[src/rtl/i2c_core_pkg.sv]
// Shared types for the I2C bit engine.
// bit_op_t : 3-bit bus operation code; TX_0, TX_1, RX, RX_ACK and RS are
//            defined here, and codes 5..7 behave as TX_1.
// state_t  : bit-engine sequencer states.
// phase_t  : quarter-SCL-period index, ph0..ph3.
package i2c_core_pkg;

    typedef logic [2:0] bit_op_t;

    localparam bit_op_t TX_0   = 3'd0;
    localparam bit_op_t TX_1   = 3'd1;
    localparam bit_op_t RX     = 3'd2;
    localparam bit_op_t RX_ACK = 3'd3;
    localparam bit_op_t RS     = 3'd4;

    typedef enum logic [2:0] {
        IDLE,
        START,
        BIT,
        STOP,
        DONE
    } state_t;

    typedef logic [1:0] phase_t;

    localparam phase_t PH0 = 2'd0;
    localparam phase_t PH1 = 2'd1;
    localparam phase_t PH2 = 2'd2;
    localparam phase_t PH3 = 2'd3;

endpackage

[src/rtl/i2c_phase_timer.sv]
// Quarter-SCL-period prescaler.
// clk        : system clock
// srst       : synchronous active-high reset
// start      : restart the count at the beginning of ph0
// phase_tick : high in the last clk cycle of each phase
// phase      : current quarter phase, advances ph0..ph3 and wraps
module i2c_phase_timer
    import i2c_core_pkg::*;
#(
    parameter int unsigned CLK_DIV = 125
) (
    input  logic   clk,
    input  logic   srst,
    input  logic   start,
    output logic   phase_tick,
    output phase_t phase
);

    localparam int unsigned CW = $clog2(CLK_DIV);

    logic [CW-1:0] cnt;

    assign phase_tick = (cnt == CW'(CLK_DIV - 1));

    always_ff @(posedge clk) begin
        if (srst || start) begin
            cnt   <= '0;
            phase <= PH0;
        end else if (phase_tick) begin
            cnt   <= '0;
            phase <= phase + 2'd1;
        end else begin
            cnt   <= cnt + 1'b1;
        end
    end

endmodule

[src/rtl/i2c_bit_engine.sv]
// I2C bit-level sequencer: executes a latched list of bus ops framed by
// START and STOP, each step lasting four phases of CLK_DIV clocks.
// clk_i     : system clock
// srst_i    : synchronous active-high reset (bus released, no STOP)
// ops_i     : packed bit_op_t list, element 0 in bits [2:0] runs first
// op_cnt_i  : number of valid ops, clamped to MAX_OPS
// valid_i   : request; accepted when ready_o is high
// ready_o   : high only while idle
// rx_data_o : MSB-first shift of bits received by RX ops
// done_o    : one-cycle completion pulse
// ack_err_o : a NACK was sampled during an RX_ACK op
// scl_o     : SCL open-drain enable (0 pulls low, 1 releases)
// sda_o     : SDA open-drain enable (0 pulls low, 1 releases)
// sda_i     : synchronised bus SDA level
module i2c_bit_engine
    import i2c_core_pkg::*;
#(
    parameter int unsigned MAX_OPS = 55,
    parameter int unsigned CLK_DIV = 125,
    parameter int unsigned RX_W    = 16
) (
    input  logic                         clk_i,
    input  logic                         srst_i,
    input  logic [MAX_OPS*3-1:0]         ops_i,
    input  logic [$clog2(MAX_OPS+1)-1:0] op_cnt_i,
    input  logic                         valid_i,
    output logic                         ready_o,
    output logic [RX_W-1:0]              rx_data_o,
    output logic                         done_o,
    output logic                         ack_err_o,
    output logic                         scl_o,
    output logic                         sda_o,
    input  logic                         sda_i
);

    localparam int unsigned CW = $clog2(MAX_OPS + 1);

    state_t               state_q, state_d;
    logic [MAX_OPS*3-1:0] ops_q;
    logic [CW-1:0]        cnt_q;
    logic [CW-1:0]        idx_q;
    logic [CW-1:0]        cnt_clamped;
    logic [RX_W-1:0]      rx_q;
    logic                 ack_err_q;

    logic                 phase_tick;
    phase_t               phase;
    logic                 handshake;
    logic                 seg_end;
    logic                 sample;
    logic                 last_op;
    bit_op_t              cur_op;

    i2c_phase_timer #(
        .CLK_DIV(CLK_DIV)
    ) u_timer (
        .clk       (clk_i),
        .srst      (srst_i),
        .start     (handshake),
        .phase_tick(phase_tick),
        .phase     (phase)
    );

    // Gated by reset so no request is accepted in the reset cycle itself.
    assign ready_o     = (state_q == IDLE) && !srst_i;
    assign handshake   = valid_i && ready_o;
    assign seg_end     = phase_tick && (phase == PH3);
    assign sample      = phase_tick && (phase == PH2) && (state_q == BIT);
    assign cur_op      = ops_q[3*idx_q +: 3];
    assign last_op     = (idx_q == cnt_q - 1'b1);
    assign cnt_clamped = (op_cnt_i > CW'(MAX_OPS)) ? CW'(MAX_OPS) : op_cnt_i;

    assign done_o      = (state_q == DONE);
    assign rx_data_o   = rx_q;
    assign ack_err_o   = ack_err_q;

    always_comb begin
        state_d = state_q;
        case (state_q)
            IDLE:  if (handshake) state_d = START;
            START: if (seg_end) state_d = (cnt_q == '0) ? STOP : BIT;
            // A NACK sampled in ph2 aborts once the current bit finishes.
            BIT:   if (seg_end && (last_op || ack_err_q)) state_d = STOP;
            STOP:  if (seg_end) state_d = DONE;
            DONE:  state_d = IDLE;
            default: state_d = IDLE;
        endcase
    end

    always_comb begin
        scl_o = 1'b1;
        sda_o = 1'b1;
        case (state_q)
            START: begin
                scl_o = (phase != PH3);
                sda_o = (phase == PH0);
            end
            BIT: begin
                scl_o = (phase == PH1) || (phase == PH2);
                case (cur_op)
                    TX_0:       sda_o = 1'b0;
                    RX, RX_ACK: sda_o = 1'b1;
                    RS:         sda_o = (phase == PH0) || (phase == PH1);
                    default:    sda_o = 1'b1;
                endcase
            end
            STOP: begin
                scl_o = (phase != PH0);
                sda_o = (phase == PH2) || (phase == PH3);
            end
            default: begin
                scl_o = 1'b1;
                sda_o = 1'b1;
            end
        endcase
    end

    always_ff @(posedge clk_i) begin
        if (srst_i) begin
            state_q   <= IDLE;
            ops_q     <= '0;
            cnt_q     <= '0;
            idx_q     <= '0;
            rx_q      <= '0;
            ack_err_q <= 1'b0;
        end else begin
            state_q <= state_d;
            if (handshake) begin
                ops_q     <= ops_i;
                cnt_q     <= cnt_clamped;
                idx_q     <= '0;
                rx_q      <= '0;
                ack_err_q <= 1'b0;
            end
            if (sample) begin
                if (cur_op == RX) begin
                    rx_q <= {rx_q[RX_W-2:0], sda_i};
                end
                if (cur_op == RX_ACK && sda_i) begin
                    ack_err_q <= 1'b1;
                end
            end
            if (state_q == BIT && seg_end && !(last_op || ack_err_q)) begin
                idx_q <= idx_q + 1'b1;
            end
        end
    end

endmodule
[config.mk]
export PLATFORM = sky130hd
export DESIGN_NAME = i2c_bit_engine
export DESIGN_NICKNAME = d
export VERILOG_FILES = /design/src/rtl/i2c_core_pkg.sv /design/src/rtl/i2c_phase_timer.sv /design/src/rtl/i2c_bit_engine.sv
export SDC_FILE = /design/constraint.sdc
export NUM_CORES = 1
export LEC_CHECK = 0
export CELL_PAD_IN_SITES_DETAIL_PLACEMENT = 1
export CELL_PAD_IN_SITES_GLOBAL_PLACEMENT = 1
export CORE_UTILIZATION = 39
export CTS_CLUSTER_SIZE = 8
export DETAILED_ROUTE_END_ITERATION = 8
export PLACE_DENSITY = 0.83
export SETUP_SLACK_MARGIN = 0.15
export SKIP_LAST_GASP = 1
export SLEW_MARGIN = 20
export SYNTH_ARGS = -nofsm -noshare
export SYNTH_HDL_FRONTEND = slang
export SYNTH_SLANG_ARGS = --single-unit
[constraint.sdc]
create_clock -name clk_i -period 3.95 [get_ports clk_i]
set_clock_uncertainty 0.05 [all_clocks]
set_input_delay 0.9875 -clock clk_i [delete_from_list [all_inputs] [get_ports clk_i]]
set_output_delay 0.9875 -clock clk_i [all_outputs]
set_load 0.01 [all_outputs]
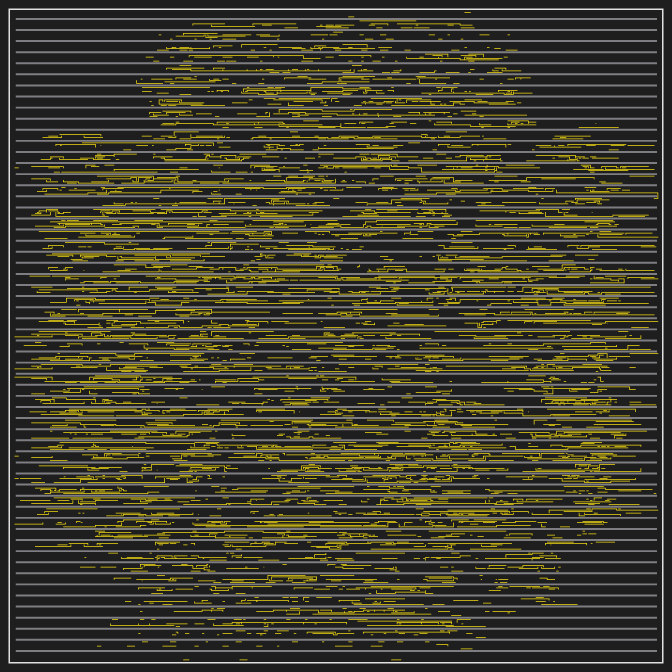
Fig. 1. Metal 1 (run 1).
Supply wires on this layer in gray.
nets with wire on the layer	1,318
longest straight run	47.4 um
share of all routed wire	46%
main direction	horizontal
wire length on this layer	13,500 um

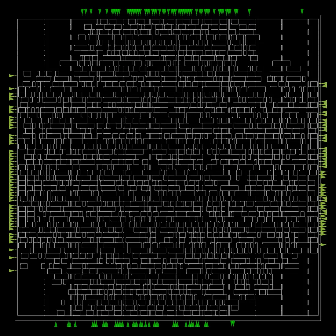
Fig. 2. Cell outlines without signal wires (run 1).
Flop Count: 206
Non-Filler Instances: 1,608
Seq/total area: 32.46%
n_taps: 324

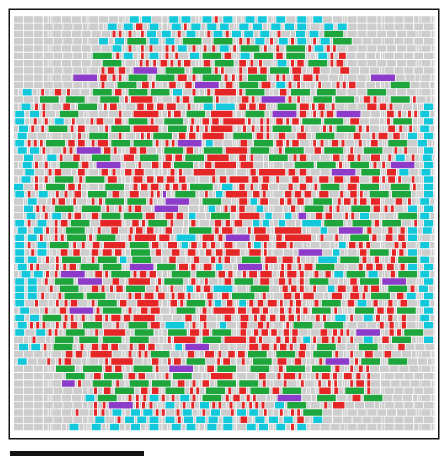
Fig. 3. Cell classes on the final placement (run 1).
The bar under the picture is 50 um long. Fill, decap, tap and diode cells in gray.
color	class	cells
purple	clock drivers and dummy loads	32
red	combinational and other logic	820
cyan	remaining buffers and delay cells	226
green	sequential cells	206

==> metrics.cfg, run 1 <==
[run_status]
violations=setup timing
status=finished, violations left

[final_timing]
fin_ws_ps=-29.60
hold_viol=0
whs_ps=408.1
setup_viol=1

[synthesis]
synth_warnings=0
ys_ff=206
synthArstFlopShare_pct=0
syn_avg_cell_area_sq_um=8.710
yosys_area_sq_um=9729

[power_and_ir_drop]
power_leader=registers
p_leak_nw=5.130
power_mw=5.083
cellPowerDensity_nw_per_um2=398.9
clkPwrFrac_pct=42.2

[grt]
grt_usage_pct=22.77
use_met1_pct=30.41
busiest_layer=met2
grt_max_degree=105

[critical_path]
critical_path.endpoint_type=output pin
rr_worst_depth=8
cp_num_buf_inv=1
reg2reg_from=idx_q[0]$_SDFFE_PP0P_
max_stage_delay_ps=520
worstSetupPathType=register to output pin

[min_path]
min-delay-start=u_timer.cnt[0]$_SDFF_PP0_

[placement]
dp_cells=1573
io_buffers=195

[detailed_routing]
wl_met2_um=14040
totalWireLength_um=29330

[floorplanning]
rows=57
die.size.x_um=159.9
initCoreUtil_pct=39.89

[finish]
mostFrequentLayoutCell=nand2_1
fillers=2796

[clocking]
cts_buffers=29

run 1: layout make-up:
type,count,share of cell area [%]
Multi-Input combinational cell,809,40.38
Clock inverter,1,0.06874
Timing Repair Buffer,226,17.75
Tap cell,324,3.181
Clock buffer,31,5.833
Sequential cell,206,32.46
Inverter,11,0.3240
run 1: state kept, by name, summed over array words and instances, names as in the netlist:
signal,cells
cnt_q,6
u_timer.cnt,7
ops_q,165
state_q,3
u_timer.phase,2
ack_err_o,1
rx_data_o,16
idx_q,6
run 1: logic make-up after synthesis:
| logic type | share of synthesized area, % |
|---|---|
| AOI/OAI and AO/OA | 7.935 |
| muxes | 10.44 |
| buffers and inverters | 4.823 |
| xor gates and xnor gates | 0.9903 |
| adders and majority gates | 1.029 |
| DFF | 42.39 |
| and+or+nand+nor | 32.39 |
Fig. 4: run 1, signal metal coverage by tile
The die is cut into 32 by 32 equal tiles; black is low, pale yellow is high, scaled to the fullest tile. Values are wire area over tile area, all layers added.
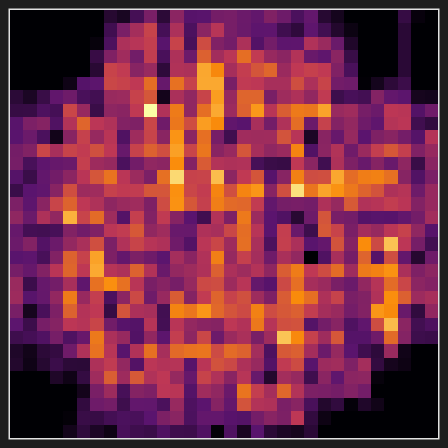

==> run 1 -> run 2 <==
--- a/config.mk
+++ b/config.mk
@@ -5,12 +5,14 @@
 export SDC_FILE = /design/constraint.sdc
 export NUM_CORES = 1
 export LEC_CHECK = 0
+export CAP_MARGIN = 5
 export CELL_PAD_IN_SITES_DETAIL_PLACEMENT = 1
 export CELL_PAD_IN_SITES_GLOBAL_PLACEMENT = 1
-export CORE_UTILIZATION = 39
+export CORE_UTILIZATION = 40
+export CTS_BUF_LIST = sky130_fd_sc_hd__clkbuf_8
 export CTS_CLUSTER_SIZE = 8
 export DETAILED_ROUTE_END_ITERATION = 8
-export PLACE_DENSITY = 0.83
+export PLACE_DENSITY = 0.85
 export SETUP_SLACK_MARGIN = 0.15
 export SKIP_LAST_GASP = 1
 export SLEW_MARGIN = 20
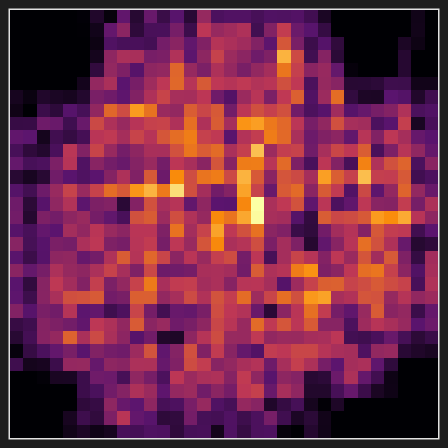
Fig. 5. Signal metal coverage by tile (run 2).
The die is cut into 32 by 32 equal tiles; black is low, pale yellow is high, scaled to the fullest tile. Values are wire area over tile area, all layers added.
tiles over half the peak	21%
densest ninth of the die	center
mean over tiles	0.19
fullest tile	0.58
nearly empty tiles	12%

==> run 2 against run 1 <==
The flow still finishes with violations (setup timing). Final area down 0.82%. Largest power group unchanged. Critical path depth up 1. Clock power down 15%. Sequential cell count unchanged. Combinational power about the same. Worst hold slack better by 5.6 ps. Register-to-register slack worse by 100 ps.
==> metrics.cfg, run 2 <==
[detailed_routing]
drt-initial-drc-count=609  ; was 653
wire_per_inst_um=18.54  ; was 18.24 um
wl_met2_um=14590  ; was 14,040 um
vias=8757  ; was 8,583
drt-pass1-iter-count=5  ; unchanged
totalWireLength_um=30170  ; was 29,330 um

[run_status]
status=finished, violations left  ; unchanged
violations=setup timing  ; unchanged

[clocking]
clock_path_buffers=3  ; unchanged
cts_buffers=36  ; was 29
cts_tree=yes  ; unchanged
post_cts.repair.setup_buffers=4  ; was 2

[final_timing]
hold_viol=0  ; unchanged
slew_viol_final=0  ; unchanged
clock.fmax_ghz=0.2479  ; was 0.2513 GHz
whs_ps=413.8  ; was 408.1 ps
setup_viol=1  ; unchanged
fin_ws_ps=-83.32  ; was -29.60 ps

[synthesis]
ys_seq_share_pct=42.39  ; unchanged
synth_top_area_share_pct=42.39  ; unchanged
synthMuxAreaShare_pct=10.44  ; unchanged
synth-edff-count=0  ; unchanged
synthTopCellsByArea=dfxtp_1 42%, nand2_1 13%, nand3b_1 13%, mux4_2 5.1%, mux2i_1 3.8%  ; unchanged
yosys_area_sq_um=9729  ; unchanged
fa_ha_area_share_pct=1.029  ; unchanged
syn_avg_cell_area_sq_um=8.710  ; unchanged
synthArstFlopShare_pct=0  ; unchanged
ys_ff=206  ; unchanged
logic_family=simple AND/OR/NAND/NOR gates  ; unchanged
xor_area_share_pct=0.9902  ; unchanged
simple_gate_share_pct=32.39  ; unchanged
yosysCellCount=1117  ; unchanged
synth.cellmix.compoundShare_pct=7.935  ; unchanged
synth_warnings=0  ; unchanged
synth_cells=1117  ; unchanged

[floorplanning]
initCoreUtil_pct=41.08  ; was 39.89%
die.size.x_um=158.0  ; was 159.9 um
coreArea_sq_um=23680  ; was 24,390 sq um
rows=56  ; was 57
io_pins=196  ; unchanged

[critical_path]
worstSetupPathType=register to output pin  ; unchanged
cp_num_buf_inv=2  ; was 1
cp_top_family=multiplexers  ; unchanged
max_stage_delay_ps=500  ; was 520 ps
cp_common_cell=mux4_2  ; unchanged
critical_path.endpoint_type=output pin  ; unchanged
reg2reg_from=idx_q[0]$_SDFFE_PP0P_  ; unchanged
critPathArrivalTime_ps=3000  ; was 2940 ps
crit_fanout=6  ; unchanged

[placement]
io_buffers=195  ; unchanged
dp_cells=1566  ; was 1,573
dpl_cell_area_sq_um=11950  ; about the same

[grt]
grt_pass1_vias=9056  ; was 8,884
gr-usage-met2_pct=40.93  ; was 38.38%
grt_max_degree=110  ; was 105
use_met3_pct=4.435  ; was 3.610%
grt_usage_pct=24.30  ; was 22.77%
grt_pass1_wl_um=47310  ; was 46,950 um
use_met1_pct=31.42  ; was 30.41%
busiest_layer=met2  ; unchanged
antenna_found_initial=0  ; unchanged

[power_and_ir_drop]
power_mw=4.749  ; was 5.083 mW
p_leak_nw=5.137  ; was 5.130 nW
cellPowerDensity_nw_per_um2=375.8  ; was 398.9 nW/um^2

[finish]
final_cell_mix=348 x nand2_1, 203 x dfxtp_1, 193 x clkdlybuf4s50_1  ; was 348 x nand2_1, 202 x dfxtp_1, 193 x clkdlybuf4s50_1
instances_no_fill=1627  ; was 1,608
fin_nets=1473  ; was 1,466
largest_reg_flops=165  ; unchanged
fin_util_pct=53.36  ; was 52.24%
top_register=ops_q  ; unchanged
mostFrequentLayoutCell=nand2_1  ; unchanged

[min_path]
min-delay-start=u_timer.cnt[0]$_SDFF_PP0_  ; unchanged

[run]
max-cap-violations=0  ; unchanged

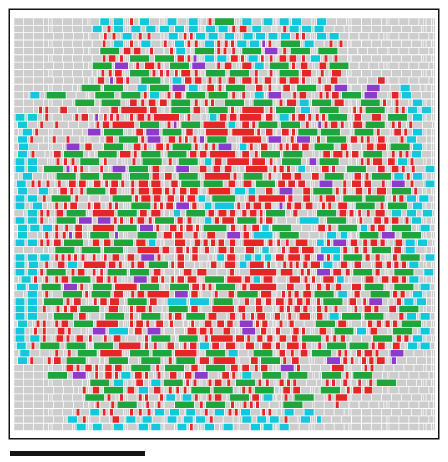
Fig. 6. Cell classes on the final placement (run 2).
The bar under the picture is 50 um long. Fill, decap, tap and diode cells in gray.
color	class	cells
purple	clock drivers and dummy loads	56
cyan	remaining buffers and delay cells	226
green	sequential cells	206
red	combinational and other logic	820

==> run 2: final cells by class <==
cell class	count	area, sq um
multi-input combinational	809	5155
clock inverter	14	62.56
fill	2796	11050
tap	319	399.1
sequential	206	4133
clock buffer	42	578.1
timing repair buffer	226	2268
inverter	11	41.29
==> run 2: report_power, final <==
part / switching [mW] / internal [mW]
Sequential: 0.0941 / 2.23
Clock: 0.858 / 0.955
Combinational: 0.288 / 0.330
Total: 1.24 / 3.51
==> run 2: final timing paths <==
check	to	slack (ps)	cells past startpoint
worst min register to register	u_timer.cnt[0]$_SDFF_PP0_	410	1
worst max register to register	rx_data_o[5]$_SDFF_PP0_	540	8
worst min-delay path	u_timer.cnt[0]$_SDFF_PP0_	410	1
worst max-delay path	sda_o	-80	9
==> run 2 -> run 3 <==
==> constraint.sdc (replaced) <==
create_clock -name clk_i -period 3.95 [get_ports clk_i]
set_clock_uncertainty 0.05 [all_clocks]
set_input_delay 0.9875 -clock clk_i [delete_from_list [all_inputs] [get_ports clk_i]]
set_output_delay 0.9875 -clock clk_i [all_outputs]
set_load 0.02 [all_outputs]
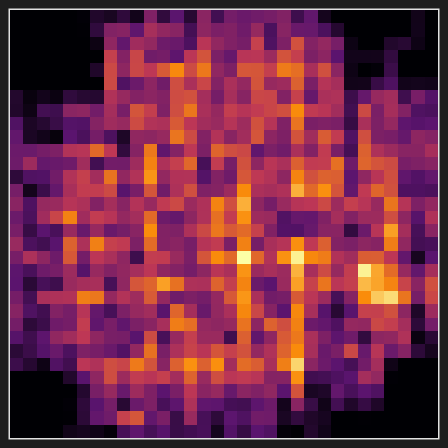
Fig. 7. Signal metal coverage by tile (run 3).
The die is cut into 32 by 32 equal tiles; black is low, pale yellow is high, scaled to the fullest tile. Values are wire area over tile area, all layers added.
nearly empty tiles	12%
fullest tile	0.55
tiles over half the peak	22%
emptiest ninth of the die	north-west

==> run 3 against run 2 <==
First-iteration DRC count down 21%. Worst hold slack improved by 6.5 ps. Worst setup slack got worse by 26 ps. Largest power group unchanged. Power is 1.9% higher. Non-clock buffer count rose by 1. Critical path depth unchanged. Global-route usage about the same. Sequential cell count is the same. Cell count rose by 0.31%. Die size unchanged. Register-to-register slack better by 50 ps. The flow still finishes with violations (setup timing).
==> metrics.cfg, run 3 <==
[run_status]
status=finished, violations left  ; unchanged
violations=setup timing  ; unchanged

[synthesis]
synth.cellmix.compoundShare_pct=7.935  ; unchanged
yosysCellCount=1117  ; unchanged
synth_warnings=0  ; unchanged
fa_ha_area_share_pct=1.029  ; unchanged
ys_ff=206  ; unchanged
syn_avg_cell_area_sq_um=8.710  ; unchanged
synth_top_area_share_pct=42.39  ; unchanged
yosys_area_sq_um=9729  ; unchanged
synthArstFlopShare_pct=0  ; unchanged
logic_family=simple AND/OR/NAND/NOR gates  ; unchanged

[detailed_routing]
drt-initial-drc-count=484  ; was 609
wl_met2_um=14310  ; was 14,590 um
vias=8661  ; was 8,757
drt-pass1-iter-count=7  ; was 5

[grt]
grt_pass1_wl_um=47330  ; was 47,310 um
grt_pass1_vias=8970  ; was 9,056
gr-usage-met2_pct=40.63  ; was 40.93%
use_met3_pct=3.723  ; was 4.435%
busiest_layer=met2  ; unchanged

[finish]
mostFrequentLayoutCell=nand2_1  ; unchanged
flops=206  ; unchanged
seq_share_pct=32.58  ; was 32.70%
largest_reg_flops=165  ; unchanged
n_all_inverters=11  ; unchanged
final_cell_mix=348 x nand2_1, 203 x dfxtp_1, 193 x clkdlybuf4s50_1  ; unchanged
top_register=ops_q  ; unchanged
seq_area_sq_um=4133  ; unchanged

[critical_path]
max_stage_delay_ps=520  ; was 500 ps
crit_fanout=6  ; unchanged
cp_num_buf_inv=2  ; unchanged
critPathArrivalTime_ps=3020  ; was 3000 ps
critical_path.endpoint_type=output pin  ; unchanged

[placement]
dpl_cell_area_sq_um=11940  ; was 11,950 sq um
io_buffers=195  ; unchanged

[final_timing]
whs_ps=420.3  ; was 413.8 ps
clock.fmax_ghz=0.2463  ; was 0.2479 GHz
setup_viol=1  ; unchanged
slew_viol_final=0  ; unchanged
fin_ws_ps=-109.8  ; was -83.32 ps

[clocking]
clock_path_buffers=3  ; unchanged
cts_buffers=36  ; unchanged

[power_and_ir_drop]
clkPwrFrac_pct=39.4  ; was 38.2%
p_leak_nw=5.166  ; was 5.137 nW
power_switching_mw=1.249  ; was 1.239 mW
p_seq_share_pct=47.9  ; was 48.8%
pg_seq_mw=2.32  ; about the same
p_int_mw=3.592  ; was 3.510 mW

[floorplanning]
coreArea_sq_um=23680  ; unchanged

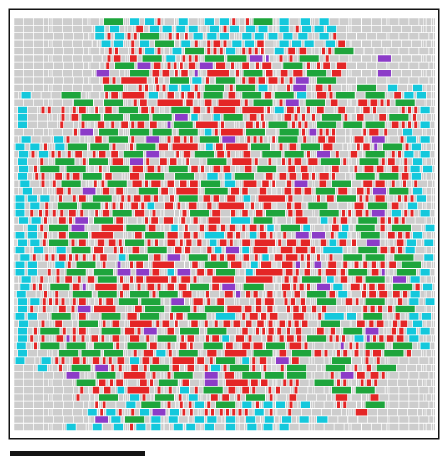
Fig. 8. Cell classes on the final placement (run 3).
The bar under the picture is 50 um long. Fill, decap, tap and diode cells in gray.
color	class	cells
cyan	remaining buffers and delay cells	227
green	sequential cells	206
red	combinational and other logic	820
purple	clock drivers and dummy loads	60

run 3: cell counts after synthesis:
Identical to the previous run, type by type.
run 3: per-stage QoR:
stage / setup TNS [ps] / std cells / utilization, % / total power, mW
after floorplan: 0 / 1117 / - / 2.653
after detailed placement: -230.8 / 1568 / 50.41 / 2.969
final: -109.8 / 1632 / 53.56 / 4.841
after CTS: -157.5 / 1632 / 53.53 / 4.892
after global routing: -190.9 / 1632 / 53.56 / 5.053
after global placement: -141.2 / 1568 / 50.41 / 2.946
run 3: worst paths after layout:
kind | endpoint | slack [ps] | cells past startpoint
max | sda_o | -110 | 9
min | u_timer.cnt[0]$_SDFF_PP0_ | 420 | 1
max reg2reg | rx_data_o[3]$_SDFF_PP0_ | 590 | 9
min reg2reg | u_timer.cnt[0]$_SDFF_PP0_ | 420 | 1
Power is estimated from default activity; no workload was simulated.
